**src/rtl/piano_pkg.sv**
```systemverilog
// Shared definitions for the piano voice: note table, half-period helper and FSM states.
package piano_pkg;

  localparam int NOTE_HZ [0:7] = '{440, 494, 523, 587, 659, 698, 784, 880};

  function automatic int half_period(input int clk_hz, input int hz);
    return clk_hz / (2 * hz);
  endfunction

  typedef enum logic {
    IDLE = 1'b0,
    PLAY = 1'b1
  } state_t;

endpackage

```
**src/rtl/piano_key_sel.sv**
```systemverilog
// Key bank synchronizer (two flops) followed by a lowest-index priority encoder.
module piano_key_sel #(
  parameter int NUM_KEYS = 8,
  parameter int IDX_W    = 3
) (
  input  logic                clk,
  input  logic                rst,
  input  logic [NUM_KEYS-1:0] keys,
  output logic                any,
  output logic [IDX_W-1:0]    sel
);

  logic [NUM_KEYS-1:0] meta_q, meta_d;
  logic [NUM_KEYS-1:0] sync_q, sync_d;

  always_comb begin
    meta_d = keys;
    sync_d = meta_q;
  end

  always_ff @(posedge clk or posedge rst) begin
    if (rst) begin
      meta_q <= '0;
      sync_q <= '0;
    end else begin
      meta_q <= meta_d;
      sync_q <= sync_d;
    end
  end

  // Scan downward so the lowest pressed index is the last one written.
  always_comb begin
    any = |sync_q;
    sel = '0;
    for (int i = NUM_KEYS - 1; i >= 0; i--) begin
      if (sync_q[i]) sel = IDX_W'(i);
    end
  end

endmodule

```
**src/rtl/piano_voice.sv**
```systemverilog
// Single-voice square-wave generator; note changes land only on full-period boundaries.
// Optional octave shift input is enabled with PIANO_VOICE_OCTAVE_EN.
module piano_voice
  import piano_pkg::*;
#(
  parameter int   CLK_HZ   = 25000000,
  parameter int   NUM_KEYS = 8,
  parameter int   CNT_W    = 16,
  localparam int  IDX_W    = $clog2(NUM_KEYS)
) (
  input  logic                clk,
  input  logic                rst,
  input  logic [NUM_KEYS-1:0] keys,
`ifdef PIANO_VOICE_OCTAVE_EN
  input  logic [1:0]          octave,
`endif
  output logic                speaker,
  output logic                active,
  output logic [IDX_W-1:0]    note_idx
);

  if (NUM_KEYS < 2 || NUM_KEYS > 8) begin : g_bad_keys
    $fatal(1, "piano_voice: NUM_KEYS must be within 2..8");
  end

  logic [CNT_W:0] half_tbl [NUM_KEYS];

  for (genvar i = 0; i < NUM_KEYS; i++) begin : g_half
    localparam int HALF = half_period(CLK_HZ, NOTE_HZ[i]);
    if (HALF < 2 || longint'(HALF) > (longint'(1) << CNT_W)) begin : g_bad_half
      $fatal(1, "piano_voice: half period out of range for key %0d", i);
    end
    assign half_tbl[i] = (CNT_W + 1)'(HALF);
  end

  logic             any;
  logic [IDX_W-1:0] sel;

  piano_key_sel #(
    .NUM_KEYS (NUM_KEYS),
    .IDX_W    (IDX_W)
  ) u_key_sel (
    .clk  (clk),
    .rst  (rst),
    .keys (keys),
    .any  (any),
    .sel  (sel)
  );

  logic [1:0] oct_s;

`ifdef PIANO_VOICE_OCTAVE_EN
  logic [1:0] oct_meta_q, oct_meta_d, oct_sync_q, oct_sync_d;

  always_comb begin
    oct_meta_d = octave;
    oct_sync_d = oct_meta_q;
  end

  always_ff @(posedge clk or posedge rst) begin
    if (rst) begin
      oct_meta_q <= '0;
      oct_sync_q <= '0;
    end else begin
      oct_meta_q <= oct_meta_d;
      oct_sync_q <= oct_sync_d;
    end
  end

  assign oct_s = oct_sync_q;
`else
  assign oct_s = 2'd0;
`endif

  // Deep octave shifts of short notes can reach zero; clamp rather than wrap.
  logic [CNT_W:0]   shifted;
  logic [CNT_W-1:0] limit_new;

  always_comb begin
    shifted   = half_tbl[sel] >> oct_s;
    limit_new = (shifted == '0) ? '0 : CNT_W'(shifted - 1'b1);
  end

  state_t           state_q, state_d;
  logic [CNT_W-1:0] cnt_q, cnt_d;
  logic [CNT_W-1:0] limit_q, limit_d;
  logic [IDX_W-1:0] idx_q, idx_d;
  logic             spk_q, spk_d;

  always_ff @(posedge clk or posedge rst) begin
    if (rst) begin
      state_q <= IDLE;
      cnt_q   <= '0;
      limit_q <= '0;
      idx_q   <= '0;
      spk_q   <= 1'b0;
    end else begin
      state_q <= state_d;
      cnt_q   <= cnt_d;
      limit_q <= limit_d;
      idx_q   <= idx_d;
      spk_q   <= spk_d;
    end
  end

  // A period is low half then high half; the falling edge is the only reload point.
  always_comb begin
    state_d = state_q;
    cnt_d   = cnt_q;
    limit_d = limit_q;
    idx_d   = idx_q;
    spk_d   = spk_q;
    case (state_q)
      IDLE: begin
        cnt_d = '0;
        spk_d = 1'b0;
        if (any) begin
          limit_d = limit_new;
          idx_d   = sel;
          state_d = PLAY;
        end
      end
      PLAY: begin
        if (cnt_q == limit_q) begin
          cnt_d = '0;
          spk_d = ~spk_q;
          if (spk_q) begin
            if (!any) begin
              state_d = IDLE;
            end else begin
              limit_d = limit_new;
              idx_d   = sel;
            end
          end
        end else begin
          cnt_d = cnt_q + 1'b1;
        end
      end
      default: state_d = IDLE;
    endcase
  end

  assign speaker  = spk_q;
  assign active   = (state_q == PLAY);
  assign note_idx = idx_q;

endmodule

```
**config.mk**
```make
export PLATFORM = sky130hd
export DESIGN_NAME = piano_voice
export DESIGN_NICKNAME = d
export VERILOG_FILES = /design/src/rtl/piano_pkg.sv /design/src/rtl/piano_key_sel.sv /design/src/rtl/piano_voice.sv
export SDC_FILE = /design/constraint.sdc
export NUM_CORES = 1
export LEC_CHECK = 0
export ABC_CLOCK_PERIOD_IN_PS = 3700
export CAP_MARGIN = 15
export CORE_MARGIN = 2
export CORE_UTILIZATION = 45
export DETAILED_ROUTE_END_ITERATION = 12
export PLACE_DENSITY = 0.72
export SLEW_MARGIN = 10
export SYNTH_ARGS = -nofsm -noshare
export SYNTH_HDL_FRONTEND = slang
export SYNTH_SLANG_ARGS = --single-unit
```
**constraint.sdc**
```tcl
create_clock -name clk -period 3.7 [get_ports clk]
set_clock_uncertainty 0.15 [all_clocks]
set_input_delay 0.555 -clock clk [delete_from_list [all_inputs] [get_ports clk]]
set_output_delay 0.555 -clock clk [all_outputs]
set_load 0.02 [all_outputs]
```
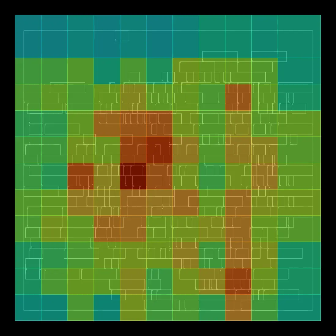
*Track usage over the die, run 1*
global-route usage over all layers: 16.61%
global-route layer with the greatest usage: met2
core utilization of the finished layout: 52.37%
GR Layer Usage met3: 4.045%

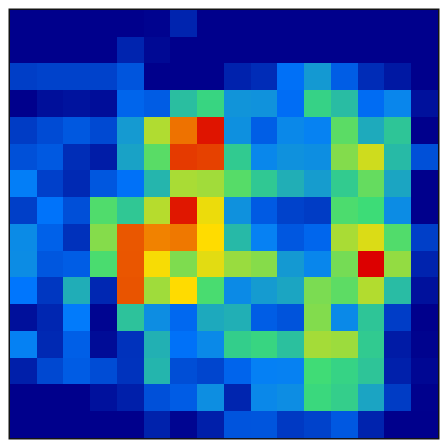
*Wiring heat map, run 1*
16 x 16 tiles, from dark blue (low) to red (high), scaled to the fullest tile. Values are wire area over tile area, all layers added.
nearly empty tiles: 21%
densest ninth of the die: center
fullest tile: 0.43
tiles over half the peak: 19%
mean over tiles: 0.12
total wire length after detailed routing: 4.900 mm
routed wire length per instance: 14.41 µm
via count of the routed design: 1799

==> results.txt, run 1 <==
Implementation results

STA classifies the critical path startpoint as a flip-flop. The simple-gate share of the synthesized area is a little under a fifth. The clock network latency to the later pin of the worst-skew pair is approximately 0.3 ns. The number of global-route vias before repair is 1778. No sink is reached through more buffers than the 2 on the longest clock path.

approximately 190 cells are multi-input combinational gates. Of the available clock period, the critical path in the final layout requires roughly 90%. The slew at the pin closest to its max-slew limit is approximately 1.1 ns. The switching power summed over all nets is 0.0003595 W.

The non-clock inverter total of the final layout is 6. The initial antenna violation count was 0. Counting every sink on the clock net gives roughly 52. For this floorplan the total number of well-tap instances is between 70 and 80.

According to the hold report, the worst path is of the flip-flop to flip-flop type. The maximum frequency from static timing analysis is around 300 MHz. The count of input and output buffers is 14.

The most critical setup path has its endpoint at limit_q[13]. The run finished with clean final reports. Looking at the power breakdown, sequential logic takes 56.4% of the total. In the final layout, multi-input gates take up between 40% and 50% of the cell area. The initial core utilization is 46.96%.

The delay of the slowest critical-path stage is 0.44 ns. The path length in cells of the critical path is 12. The number of antenna diodes in the final layout is 0. The routed layout reports a DRC error count of 0. The timing report notes that buffer and inverter cells on the critical path total 1. The library cell used most frequently in the layout, excluding fill and tap cells, is sky130_fd_sc_hd__dfrtp_1.

Setup violations remaining at the end of the flow were counted as 0. The cell area after layout is around 0.0029 mm². The number of nets in the finished design is around 290. The post-route antenna net violation count is 0. Ranking logic cells in the layout by count gives the top entries sky130_fd_sc_hd__dfrtp_1, sky130_fd_sc_hd__xor2_1, sky130_fd_sc_hd__nor2_1, sky130_fd_sc_hd__nand2_1, sky130_fd_sc_hd__o21ai_0.

The total power per unit cell area is approximately 420 mW/mm². Of the total synthesized cell area, the portion taken by XOR and XNOR cells is between 10% and 20%. The worst-case IR drop observed on VDD is 252.9 µV. The CTS tree is built.

The largest cell class by area is registers. The OpenROAD report gives the critical path a required time of roughly 3.7 ns. The flip-flop and latch count after synthesis is 52.

The leakage power summed over all cells is roughly 1.3 nW. The buffer cell driving the clock tree root is sky130_fd_sc_hd__clkbuf_8. The final number of max-transition violations is 0.

Buffers inserted during clock tree synthesis total 5. The logic area is ~0.0013 mm². The cell with the largest stage delay on the worst path is sky130_fd_sc_hd__dfrtp_1. The proportion of total power due to net switching is between 20 and 30%.

The mapped netlist covers around 0.0026 mm². The core box area is 0.005574 mm². The cell total in the yosys stat output is around 250. The most numerous cell on the critical path is sky130_fd_sc_hd__nand2_1. The multiplexer fraction of the synthesized cell area is ~1.2%. The sequential cell area is approximately 0.0013 mm². Sequential cells make up between 40% and 50% of the cell area. The most critical hold endpoint after final layout shows a slack of 0.2017 ns. The H-tree was split into 2 levels. The headroom to the max-slew limit is roughly 29%. Setup repair after global routing left no endpoint under its margin.

After routing, the total negative slack on setup checks comes to 0 ns. The total count of hold-check failures in the final report is 0. The maximum fanout along the worst path is 7. The number of iterations in the first detailed-routing pass is 4. The placement stage leaves a total instance area of roughly 0.0028 mm². The floorplan has 27 rows. Clock tree buffers and inverters occupy 2.915% of the routed design's cell area. The fraction of final layout cells sized beyond drive strength 1 is 8.209%. The violation count after the first detailed-routing iteration is approximately 70. The clock network burns between 20% and 30% of the power. The first-pass GRT wire length is between 8 and 9 mm. Post-CTS repair ended up resizing 0 cells. On the critical path the data arrives at roughly 3.4 ns.

After its last routability iteration, the placer logged a weighted congestion of approximately 0.9. The total chip power is about 0.0012 W. The die height is between 80 and 90 µm. Of the total synthesized cell area, the portion taken by AND-OR and OR-AND cells is between 10% and 20%. The die covers between 0.006 and 0.007 mm². For this design the top-level I/O count stands at 15. Leaving out the clock tree, the finished layout contains a buffer count of 16.

The register clock-pin slew on the reported worst setup and hold paths is around 0.090 ns. Once detailed placement completed, the half-perimeter wirelength came to 3.674 mm. Of all the cell area in the finished design, non-clock buffers hold 5.315%.

The post-synthesis net count is between 200 and 300. The number of maximum-capacitance violations recorded for the run is 0. The internal power of the cells is a little under 0.0009 W. The family with the most delay on the worst path is simple AND/OR/NAND/NOR gates. The number of setup buffers added after CTS is 0. The area overhead of the layout relative to synthesis is 11.52%. The beginning of the worst register-to-register path is u_key_sel.sync_q[1]. The via-per-instance ratio is approximately 5.3. The yosys synthesis warning count is 0. The synthesized netlist has a Yosys-reported chip area of roughly 0.0026 mm².

The layout has 7 clock buffers. The number of cells produced by synthesis is ~250. Traced cell by cell, the critical path runs through nor2_1 -> o21ai_0 -> nand2_1 -> inv_1 -> ha_1 -> nand2_1 -> nor3_1 -> o221ai_1 -> nor4_4 -> o311ai_2 -> xnor2_1 -> mux2_2. The worst setup path is captured at a flip-flop. The clock period minus final worst setup slack is 3.315 ns. The largest net degree at the start of global routing is 34. Per the synthesis report, the adder-cell share of the synthesized area is between 4 and 5%. The count of hold buffers inserted by post-cts repair is 0.

The worst register-to-register path has a setup slack of 0.39 ns. Sequential cells were found to cover 49.71% of the synthesized design area. In the synthesized netlist, the dominant kind of combinational cell is simple AND/OR/NAND/NOR gates.

For the worst reg-to-reg path, the endpoint reported by OpenROAD is limit_q[13]. The beginning of the critical path is u_key_sel.sync_q[1]. There are approximately 52 flip-flops and latches. The number of fillers in the final layout is approximately 520.

The start-to-end type of the worst setup path is flip-flop to flip-flop. The synthesized area per cell is just over 10 µm². The horizontal die size is 80.27 µm.

The logs give a warning total of 33. The number of different library cells used by synthesis comes to ~42. For this run the aggregate overflow at the end of global routing stands at 0. The worst register-to-register path has a depth of 12.
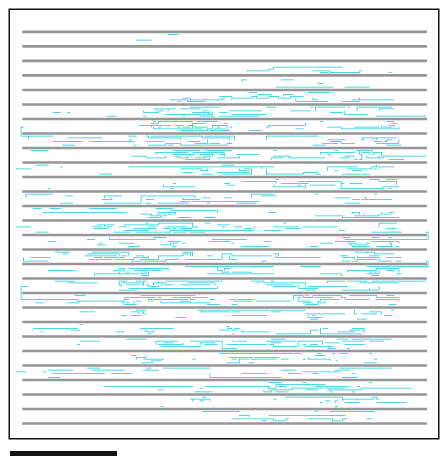
*M1 wires, run 1*
Scale bar: 20 µm. Supply wires on this layer in gray.
longest straight run: 27.1 µm
nets with wire on the layer: 256
main direction: horizontal
met1 usage in global routing: 19.45%

run 1: metal layers:
layer,GRT usage [%],share of wire (%),vias up
met5,0,0,-
li1,-,-,887
met2,29.50,51,31
met1,19.45,45,877
met4,5.763,0.92,0
met3,4.045,2.7,4
run 1: cell usage after synthesis, drive strengths merged:
cell | number | share of area (%)
a21oi | 8 | 1.7
nand2b | 1 | 0.24
a41oi | 1 | 0.33
a31oi | 1 | 0.81
o21bai | 3 | 0.86
o31ai | 4 | 1.1
o211ai | 1 | 0.29
ha | 10 | 4.8
mux2 | 2 | 0.86
o21ai | 20 | 3.8
nor3 | 3 | 0.57
o311ai | 1 | 0.62
and2 | 3 | 0.72
mux2i | 1 | 0.38
and3 | 5 | 1.2
nand2 | 25 | 4.2
dfrtp | 52 | 50
xor2 | 27 | 9.0
o21a | 2 | 0.57
or2 | 2 | 0.48
buf | 2 | 0.72
or4 | 2 | 0.72
nor2 | 27 | 3.9
o221ai | 1 | 0.33
a21o | 2 | 0.57
or3 | 2 | 0.48
nor2b | 3 | 0.72
nor4 | 7 | 2.7
nand4 | 3 | 0.72
xnor2 | 9 | 3.0
inv | 6 | 1.1
nand3 | 10 | 1.9
clkbuf | 6 | 0.86
run 1: state kept, by name (all words and copies together) (netlist names):
register,flops
u_key_sel.meta_q,8
active,1
cnt_q,16
u_key_sel.sync_q,8
note_idx,2
speaker,1
limit_q,16
run 1: power by group through the flow:
stage	clock (W)	sequential [W]	combinational [W]
3_3_place_gp	0	0.000702	0.000216
3_5_place_dp	0	0.000705	0.000225
2_1_floorplan	0	0.000687	0.000176
4_1_cts	0.000327	0.000694	0.000224
6_report	0.000313	0.000694	0.000223
5_1_grt	0.000354	0.000702	0.000253
run 1: worst reg2reg max path, stage by stage (launching register included):
cell,delay (ns)
sky130_fd_sc_hd__dfrtp_1,0.44
sky130_fd_sc_hd__nor2_1,0.21
sky130_fd_sc_hd__o21ai_0,0.22
sky130_fd_sc_hd__nand2_1,0.29
sky130_fd_sc_hd__inv_1,0.18
sky130_fd_sc_hd__ha_1,0.37
sky130_fd_sc_hd__nand2_1,0.08
sky130_fd_sc_hd__nor3_1,0.15
sky130_fd_sc_hd__o221ai_1,0.25
sky130_fd_sc_hd__nor4_4,0.35
sky130_fd_sc_hd__o311ai_2,0.14
sky130_fd_sc_hd__xnor2_1,0.14
sky130_fd_sc_hd__mux2_2,0.25
run 1: worst min path at each step:
stage                        start             endpoint  slack [ns]  depth (start not counted)
3_5_place_dp   u_key_sel.meta_q[6]  u_key_sel.sync_q[6]        0.19                          0
3_3_place_gp   u_key_sel.meta_q[7]  u_key_sel.sync_q[7]        0.18                          0
2_1_floorplan  u_key_sel.meta_q[0]  u_key_sel.sync_q[0]        0.18                          0
4_1_cts        u_key_sel.meta_q[2]  u_key_sel.sync_q[2]        0.21                          0
6_report       u_key_sel.meta_q[2]  u_key_sel.sync_q[2]        0.20                          0
5_1_grt        u_key_sel.meta_q[2]  u_key_sel.sync_q[2]        0.21                          0
run 1: stage by stage:
stage          setup WS (ns)  cells
3_3_place_gp          0.2950    332
2_1_floorplan         0.8412    252
6_report              0.3851    340
3_5_place_dp          0.3647    332
5_1_grt              0.07212    340
4_1_cts               0.3554    340
==> run 2, diff against run 1 <==
--- a/config.mk
+++ b/config.mk
@@ -9,6 +9,7 @@
 export CAP_MARGIN = 15
 export CORE_MARGIN = 2
 export CORE_UTILIZATION = 45
+export CTS_BUF_LIST = sky130_fd_sc_hd__clkbuf_8
 export DETAILED_ROUTE_END_ITERATION = 12
 export PLACE_DENSITY = 0.72
 export SLEW_MARGIN = 10
==> constraint.sdc (replaced) <==
create_clock -name clk -period 3.7 [get_ports clk]
set_clock_uncertainty 0.15 [all_clocks]
set_input_delay 0.555 -clock clk [delete_from_list [all_inputs] [get_ports clk]]
set_output_delay 0.555 -clock clk [all_outputs]
set_load 0.1 [all_outputs]
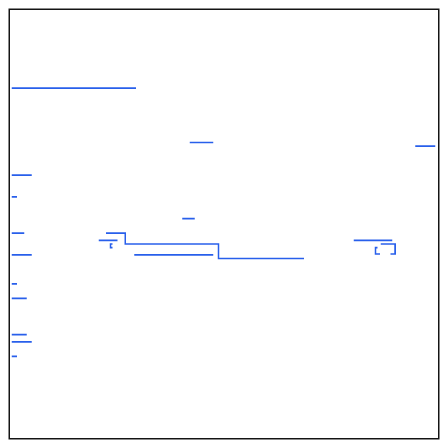
*Met3 routing, run 2*
share of all routed wire: 2.6%
wire length on this layer: 126 µm
total wire length after detailed routing: 4.888 mm

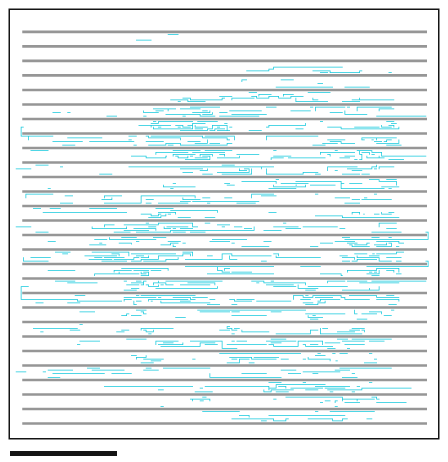
*M1 wires, run 2*
Scale bar: 20 µm. Supply wires on this layer in gray.
main direction: horizontal
share of all routed wire: 45%
nets with wire on the layer: 256
longest straight run: 27.1 µm
wire length on this layer: 2200 µm

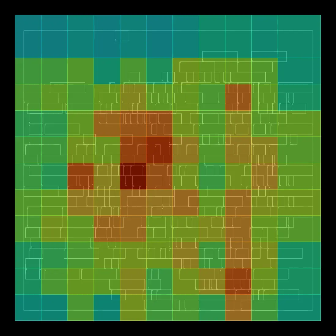
*Track usage over the die, run 2*
routed wire length per instance: 14.38 µm
grt met2 use: 29.50%

==> run 2 against run 1 <==
Global-route usage stayed put. Power up 0.61%. Area after synthesis unchanged. Non-clock buffer count stayed put. Routed wire length fell by 0.24%. Die area unchanged. Register-to-register slack barely moved. Sequential power barely moved. Critical path depth is the same. Combinational power rose by 5%. Worst hold slack stayed put. Critical endpoint unchanged.
==> results.txt, run 2 <==
Implementation results

Pin placement for this block handled 15 I/O pins. Global routing used between 10% and 20% of the available met1 tracks. The final weighted congestion in routability-driven placement is 0.9251. TritonCTS built the clock tree. The worst hold path begins at u_key_sel.meta_q[2].

The post-synth tally of flip-flops with integrated enable is 0. Max-slew check failures listed in the final report amount to 0. Clock tree synthesis selected as its root buffer the cell sky130_fd_sc_hd__clkbuf_8. Among all flip-flop cells after synthesis, the most frequent one is sky130_fd_sc_hd__dfrtp_1.

The total chip power is roughly 0.0012 W. Compared with the post-synthesis result, the final layout area differs by 11.52%. The main area contributors are sky130_fd_sc_hd__dfrtp_1, sky130_fd_sc_hd__xor2_1, sky130_fd_sc_hd__ha_1. The core utilization of the finished layout is between 50% and 60%. The clock network latency to the later pin of the worst-skew pair is 0.30 ns. Per the detail_route report, the via count comes to around 1800.

The beginning of the worst register-to-register path is u_key_sel.sync_q[1]. The worst register-to-register path has a setup slack of between 0.3 and 0.4 ns. For this run, the script counts the antenna cells in the layout as 0. Across the VDD grid, the largest voltage drop is around 250 µV. The timing report lists the critical path depth as 12 cells. Yosys stat counts around 250 cells in the synthesized netlist. The registers reported with the highest flop counts are cnt_q (16), limit_q (16). The detailed-route DRC error count is 0.

The violation tally recorded at the end of detailed-routing iteration 0 is roughly 70. The die height is roughly 80 µm. The number of fillers in the final layout is 520. The leakage power summed over all cells is roughly 1.3 nW. Counting instances, the worst hold path has a depth of 0.

The slew check shows that the tightest pin keeps a relative margin of between 20 and 30%. The initial core utilization is a little under half. The portion of the clock cycle consumed by the worst path in the final layout is just under 90%. The horizontal die size is roughly 80 µm. Yosys reported a register bit count of ~52.

Clock tree synthesis found a total of about 52 sinks. Global route summary, busiest routing layer listed as met2. Among the stages of the critical path, the cell type that occurs most often is sky130_fd_sc_hd__nand2_1. The warning tally printed by Yosys for this design is 0.

Total power normalized to cell area comes to 423.6 mW/mm². The final critical-path setup slack is 0.3873 ns. The cell with the largest stage delay on the worst path is sky130_fd_sc_hd__dfrtp_1.

The most common logic cell in the routed design is sky130_fd_sc_hd__dfrtp_1. Looking at the reg2reg group, the worst path ends at limit_q[13]. STA reports the tightest min-delay check as being of type flip-flop to flip-flop. Setup repair after global routing left no endpoint under its margin.

According to the timing report, the critical path is captured at limit_q[13]. After technology mapping, the gate count stands at about 250. Summed over all failing endpoints, the final setup total negative slack is 0 ns.

The family with the most delay on the worst path is simple AND/OR/NAND/NOR gates. After synthesis, flip-flops and latches occupy between 40% and 50% of the total area. The number of distinct standard cells referenced by the synthesized netlist is 42. The stage logs contain a warning count of 33. The critical path capture point type is a flip-flop. The number of setup buffers added after CTS is 0. The required time at the endpoint of the critical path is about 3.8 ns. After synthesis, the most frequently instantiated cells are sky130_fd_sc_hd__dfrtp_1, sky130_fd_sc_hd__nor2_1, sky130_fd_sc_hd__xor2_1. The buffer levels on the longest clock path is 2.

Detailed placement finished with a half-perimeter wire length of roughly 3.7 mm. The register clock-pin slew on the reported worst setup and hold paths is 0.09 ns. The largest net degree at the start of global routing is 34. The number of buffers and inverters on the critical path is 1. The run finished with clean final reports.

The slew at the pin closest to its max-slew limit is between 1 and 1.5 ns. Per the final layout report, the fraction of cells sized above drive strength 1 comes to under 10%. The post-synthesis async set-or-reset flop share is 100.0%. The count of input and output buffers is 14. The global routing usage on met3 is 4.045%. Endpoints failing hold in the final report were tallied at 0. The area share of the leading cell type in the synthesized netlist is 49.71%. Row generation in the floorplan step produced 27 rows. STA classifies the critical path startpoint as a flip-flop. The delay of the slowest critical-path stage is around 0.44 ns. In the layout the commonest cells are sky130_fd_sc_hd__dfrtp_1, sky130_fd_sc_hd__xor2_1, sky130_fd_sc_hd__nor2_1, sky130_fd_sc_hd__nand2_1, sky130_fd_sc_hd__o21ai_0. The maximum fanout along the worst path is 7. Listed in order, past its start point the critical path passes nor2_1 -> o21ai_0 -> nand2_1 -> inv_1 -> ha_1 -> nand2_1 -> nor3_1 -> o221ai_1 -> nor4_4 -> o311ai_2 -> xnor2_1 -> mux2_2.

The initial antenna violation count is 0. The start-to-end type of the worst setup path is flip-flop to flip-flop. From the final report, the count of setup violators was given as 0. Looking at the clock tree report, the H-tree level count equals 2. The die footprint is approximately 0.0064 mm².

The arrival time of data at the worst endpoint is listed as around 3.4 ns. For this run, the post-layout net count is 287. CTS added clock buffers totalling 5. Subtracting the final worst setup slack from the clock period gives 3.313 ns.

The number of iterations in the first detailed-routing pass is 5. The total congestion overflow after global routing is 0. The core box area is about 0.0056 mm². On the final layout, the worst hold slack is ~0.2 ns. The via-per-instance ratio is approximately 5.3. The total routing usage reported by global routing is ~17%. OpenSTA lists the critical path startpoint as u_key_sel.sync_q[1]. The number of global-route vias before repair is 1778. Setup slack on the worst path after placement came out at between 0.3 and 0.4 ns. The detail route stage leaves a number of antenna-violating nets equal to 0.

The maximum frequency from static timing analysis is just over 300 MHz. Sorting the Yosys area breakdown by cell type puts at the top sky130_fd_sc_hd__dfrtp_1. The most popular library cell in the synthesized design by count is sky130_fd_sc_hd__dfrtp_1. The post-synthesis net count is ~270. The worst reg-to-reg path cell count is 12. The synthesized area per cell is 10.39 µm². Across the run, the number of max-cap violations was 0.

The stat command in Yosys gives a chip area of between 0.002 and 0.003 mm². The post-synth design cell area is 0.002618 mm². The first global-routing pass estimated around 8.3 mm of wire.
==> run 2: cell counts after synthesis <==
Identical to the previous run, type by type.
==> run 2: through the flow <==
step           cell area (µm²)  instances
2_1_floorplan             2618        252
3_3_place_gp              2825        332
3_5_place_dp              2825        332
4_1_cts                   2910        340
5_1_grt                   2919        340
6_report                  2919        340
==> run 2: power by group <==
group / leakage [nW] / total [W] / switching (W) / internal, W
registers: 0.619 / 0.000694 / 0.0000672 / 0.000626
clock network: 0.0507 / 0.000308 / 0.000178 / 0.000130
logic: 0.624 / 0.000235 / 0.000127 / 0.000108
total: 1.29 / 0.00124 / 0.000372 / 0.000864
==> run 2: what timing repair did <==
| action | in CTS | in global routing |
|---|---|---|
| resized | 0 | 1 |
| hold buffers | 0 | 0 |
| setup endpoints to repair | 0 | 1 |
==> run 2: logic make-up after synthesis <==
| kind of cell | after synthesis | share of synthesized area [%] |
|---|---|---|
| buffers and inverters | 14 | 2.629 |
| adder cells (fa/ha/maj) | 10 | 4.780 |
| flip-flops | 52 | 49.71 |
| multiplexers | 3 | 1.243 |
| XOR/XNOR | 36 | 12.05 |
| AND-OR/OR-AND | 44 | 11.04 |
| AND/OR/NAND/NOR | 93 | 18.55 |
==> run 2: layout make-up <==
type	instances	area (µm²)	area share (%)
well taps	72	90.09	3.086
repair buffers	16	155.1	5.315
clock inverters	3	16.27	0.5572
flip-flops and latches	52	1301	44.58
multi-input cells	186	1260	43.16
clock buffers	5	68.82	2.357
inverters	6	27.53	0.9430
==> run 2: how the worst min path moves through the flow <==
stage | end | slack (ns)
3_3_place_gp | u_key_sel.sync_q[7] | 0.18
5_1_grt | u_key_sel.sync_q[2] | 0.21
4_1_cts | u_key_sel.sync_q[2] | 0.21
3_5_place_dp | u_key_sel.sync_q[6] | 0.19
2_1_floorplan | u_key_sel.sync_q[0] | 0.18
6_report | u_key_sel.sync_q[2] | 0.20
==> run 2: layer usage <==
layer | share of wire (%) | vias to the layer above
met3 | 2.6 | 4
met2 | 51 | 29
met5 | 0 | -
li1 | - | 888
met1 | 45 | 878
met4 | 0.92 | 0
==> run 3, diff against run 2 <==
--- a/config.mk
+++ b/config.mk
@@ -8,10 +8,11 @@
 export ABC_CLOCK_PERIOD_IN_PS = 3700
 export CAP_MARGIN = 15
 export CORE_MARGIN = 2
-export CORE_UTILIZATION = 45
+export CORE_UTILIZATION = 55
 export CTS_BUF_LIST = sky130_fd_sc_hd__clkbuf_8
 export DETAILED_ROUTE_END_ITERATION = 12
-export PLACE_DENSITY = 0.72
+export GPL_TIMING_DRIVEN = 0
+export PLACE_DENSITY = 0.83
 export SLEW_MARGIN = 10
 export SYNTH_ARGS = -nofsm -noshare
 export SYNTH_HDL_FRONTEND = slang
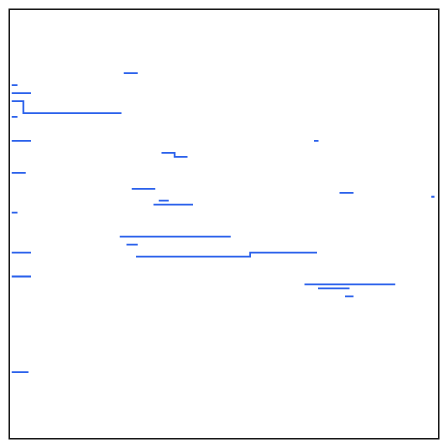
*Met3 routing, run 3*
nets with wire on the layer: 19
share of all routed wire: 2.8%
main direction: horizontal

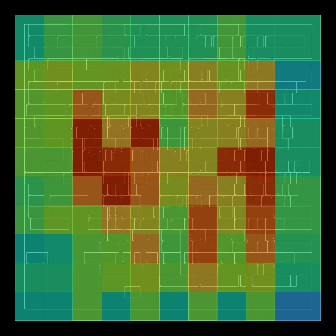
*Track usage over the die, run 3*
GR Layer Usage met3: 4.420%
grt met2 use: 34.63%
routed wire length per instance: 14.74 µm
global-route usage over all layers: 20.01%

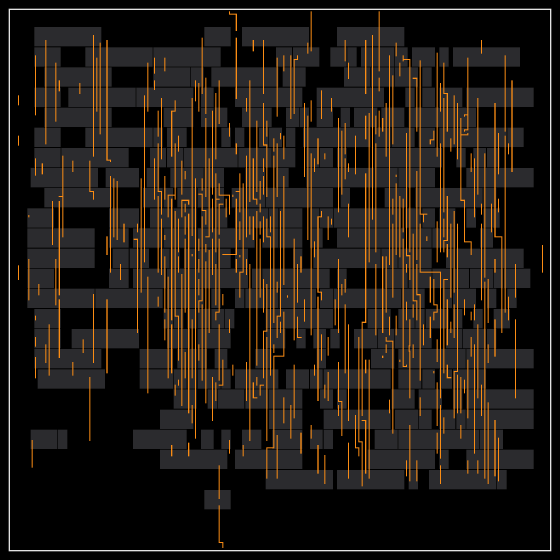
*Metal 2, run 3*
wire length on this layer: 2500 µm
main direction: vertical
share of all routed wire: 52%

==> run 3 against run 2 <==
Power rose by 12%. Worst hold slack improved by 0.0054 ns. Non-clock buffer count is 7 higher. Design area is 1.9% higher. Count of clock-buffer cells in the layout unchanged.
==> results.txt, run 3 <==
Implementation results

The number of clock buffers added by TritonCTS is 5. STA classifies the critical path endpoint as a flip-flop. The post-synth tally of flip-flops with integrated enable is 0. The largest registers in the layout are cnt_q (16), limit_q (16). The detailed-route DRC error count is 0. The final report lists the setup-violating endpoint count as 0. The critical path in the final layout is reported with a setup slack of approximately 0.26 ns. Power comes to around 0.0014 W. Per the OpenROAD power report, leakage power amounts to approximately 1.3 nW. The cell type that accounts for the most area after synthesis is sky130_fd_sc_hd__dfrtp_1.

Per the layout report, the design carries between 300 and 400 filler cells. The maximum VDD drop is 266.4 µV. The violation count after the first detailed-routing iteration is just over 80. The core box area is about 0.0047 mm². The count of H-tree levels built during CTS is 2. The critical path endpoint has a required time of about 3.8 ns.

According to the Yosys statistics, the synthesized design has a chip area of about 0.0026 mm². The die footprint is between 0.005 and 0.006 mm². The area of placed instances is 0.002845 mm².

The flow ran to the end, and the final reports show no timing, DRC or antenna violations. The number of setup buffers added after CTS is 0. The final weighted congestion in routability-driven placement is ~0.93. The most common logic cell in the routed design is sky130_fd_sc_hd__dfrtp_1. Setup repair after global routing left no endpoint under its margin. The post-synthesis async set-or-reset flop share is 100.0%.

The area taken by multi-input combinational cells is reported as roughly 0.0012 mm². The number of maximum-capacitance violations recorded for the run is 0. The total power per unit cell area is about 460 mW/mm². The portion of the clock cycle consumed by the worst path in the final layout is ~93%. The count of input and output buffers is 14. Sorting the synthesis cell report by count puts at the top sky130_fd_sc_hd__dfrtp_1. Yosys reports that the leading cell type by area covers a little under 50% of the netlist area. Synthesis inferred around 52 register bits.

The number of iterations in the first detailed-routing pass is 7. The final setup TNS is 0 ns. The overall routed net length is approximately 4.8 mm. On the final layout, the worst hold slack is around 0.21 ns. The number of distinct standard cells referenced by the synthesized netlist is between 40 and 50. The die height is 72.99 µm. The critical path is of the flip-flop to flip-flop type. The initial utilization of the core area, before any placement, comes to a little under three fifths.

The synthesized instance count is 252. The repair_antennas step left the layout with diodes totalling 0. TritonCTS built the clock tree. Registers take approximately 0.0013 mm². The highest clock rate this design can be run at is just under 300 MHz. The buffer cell driving the clock tree root is sky130_fd_sc_hd__clkbuf_8. The cell total in the yosys stat output is ~250.

The total count of hold-check failures in the final report is 0. By area the synthesized netlist is led by sky130_fd_sc_hd__dfrtp_1, sky130_fd_sc_hd__xor2_1, sky130_fd_sc_hd__ha_1. Averaged over all synthesized cells, the footprint is 10.39 µm². Once layout is done, the placed cells without fillers occupy 0.002974 mm². The area overhead of the layout relative to synthesis is 13.62%. The first-pass GRT wire length is 8.093 mm. In the final layout, the share of cells above drive strength 1 is around 8.4%. The sequential-to-total area share from yosys stat is just under 50%. The largest net degree at the start of global routing is 32. STA classifies the critical path startpoint as a flip-flop. The post-CTS hold buffer count recorded in the log is 0.

The clock network latency to the later pin of the worst-skew pair is 0.31 ns. The most instantiated flip-flop cell in the synthesis netlist is sky130_fd_sc_hd__dfrtp_1. The total via count after detailed routing is approximately 1800.

Measured against its own limit, the worst slew margin works out to a little over a third. The number of gates resized after cts is 0. The CTS sink count is roughly 52.

The final max-slew violation count recorded for this run is 0. The total congestion overflow after global routing is 0. The buffer levels on the longest clock path is 2.

The post-synthesis net count is around 270. The worst slack after detailed placement is approximately 0.32 ns. The number of global-route vias before repair is 1788. The yosys synthesis warning count is 0. The report shows a maximum critical-path fanout of 7. The arrival time at the worst endpoint is about 3.5 ns. Across all stage logs, warnings added up to 33. The most common logic cells in the final layout are sky130_fd_sc_hd__dfrtp_1, sky130_fd_sc_hd__xor2_1, sky130_fd_sc_hd__nor2_1, sky130_fd_sc_hd__nand2_1, sky130_fd_sc_hd__o21ai_0.

During I/O placement, the number of pins put on the boundary was 15. The initial antenna violation count was 0. The floorplan row count is 25. On the worst setup and hold paths after CTS, the clock-pin slew comes to 0.09 ns.

The clock period minus final worst setup slack is ~3.4 ns. The post-route antenna net violation count is 0. Per the detail_route report, vias per standard cell equal 5.573. The type of the tightest min-delay check is flip-flop to flip-flop.

The synthesized netlist occupies a cell area of around 0.0026 mm². The synthesis run shows the most used standard cells to be sky130_fd_sc_hd__dfrtp_1, sky130_fd_sc_hd__nor2_1, sky130_fd_sc_hd__xor2_1. The slew at the pin closest to its max-slew limit is 0.9650 ns. The horizontal die size is 72.99 µm. The number of nets in the finished design is between 200 and 300.

Note, the detailed placer reported a final HPWL of between 3 and 4 mm.
==> run 3: cell families (layout without fill, tap and decap cells) <==
kind of cell	count (synthesis)	in the layout	synth area share, %
and+or+nand+nor	93	93	18.55
DFF	52	52	49.71
AOI/OAI and AO/OA	44	44	11.04
xor gates and xnor gates	36	36	12.05
buffers and inverters	14	36	2.629
adders and majority gates	10	10	4.780
muxes	3	3	1.243
==> run 3: power by group <==
part,internal (W),switching (W),leakage [nW]
Clock,0.000266,0.000183,0.0642
Sequential,0.000626,0.0000666,0.619
Combinational,0.000110,0.000129,0.635
Total,0.00100,0.000379,1.32
==> run 3: cell type report <==
cell class                 count  share of cell area [%]
tap                           54                   2.272
multi-input combinational    186                   41.94
sequential                    52                   43.75
clock inverter                 2                   2.019
inverter                       6                  0.9255
buffer                         8                   1.388
clock buffer                   5                   2.314
timing repair buffer          15                   5.385
==> run 3: stage by stage <==
stage	std cells	utilization, %
floorplan	252	-
global placement	320	60.62
detailed placement	321	61.05
CTS	328	63.81
global route	328	63.81
finish	328	63.81
==> run 3: routing by layer <==
layer / vias up / share of wire [%] / routed length, µm / GRT usage, %
met4: 0 / 1.8 / 89 / 9.053
li1: 900 / - / - / -
met5: - / 0 / 0 / 0
met2: 31 / 52 / 2496 / 34.63
met1: 888 / 44 / 2117 / 23.57
met3: 9 / 2.7 / 132 / 4.420
==> run 3: worst max-delay path, stage by stage (launching register included) <==
cell and delay (ns):
sky130_fd_sc_hd__dfrtp_1 0.44, sky130_fd_sc_hd__nor2_1 0.19, sky130_fd_sc_hd__o21ai_0 0.21, sky130_fd_sc_hd__nand2_1 0.31, sky130_fd_sc_hd__inv_1 0.20, sky130_fd_sc_hd__ha_1 0.38
sky130_fd_sc_hd__nand2_1 0.07, sky130_fd_sc_hd__nor3_1 0.14, sky130_fd_sc_hd__o221ai_1 0.22, sky130_fd_sc_hd__nor4_2 0.45, sky130_fd_sc_hd__o311ai_2 0.16, sky130_fd_sc_hd__xnor2_1 0.15
sky130_fd_sc_hd__mux2_2 0.26
==> run 3: final timing paths <==
kind / endpoint / from / cells after the start / slack, ns
max: limit_q[13] / u_key_sel.sync_q[1] / 12 / 0.26
min: u_key_sel.sync_q[5] / u_key_sel.meta_q[5] / 0 / 0.21
max reg2reg: limit_q[13] / u_key_sel.sync_q[1] / 12 / 0.26
min reg2reg: u_key_sel.sync_q[5] / u_key_sel.meta_q[5] / 0 / 0.21
max in group asynchronous: limit_q[10] / rst / 3 / 2.48
min in group asynchronous: u_key_sel.meta_q[6] / rst / 2 / 0.42
Power figures rest on the tool's default switching activity, not on a simulated workload.
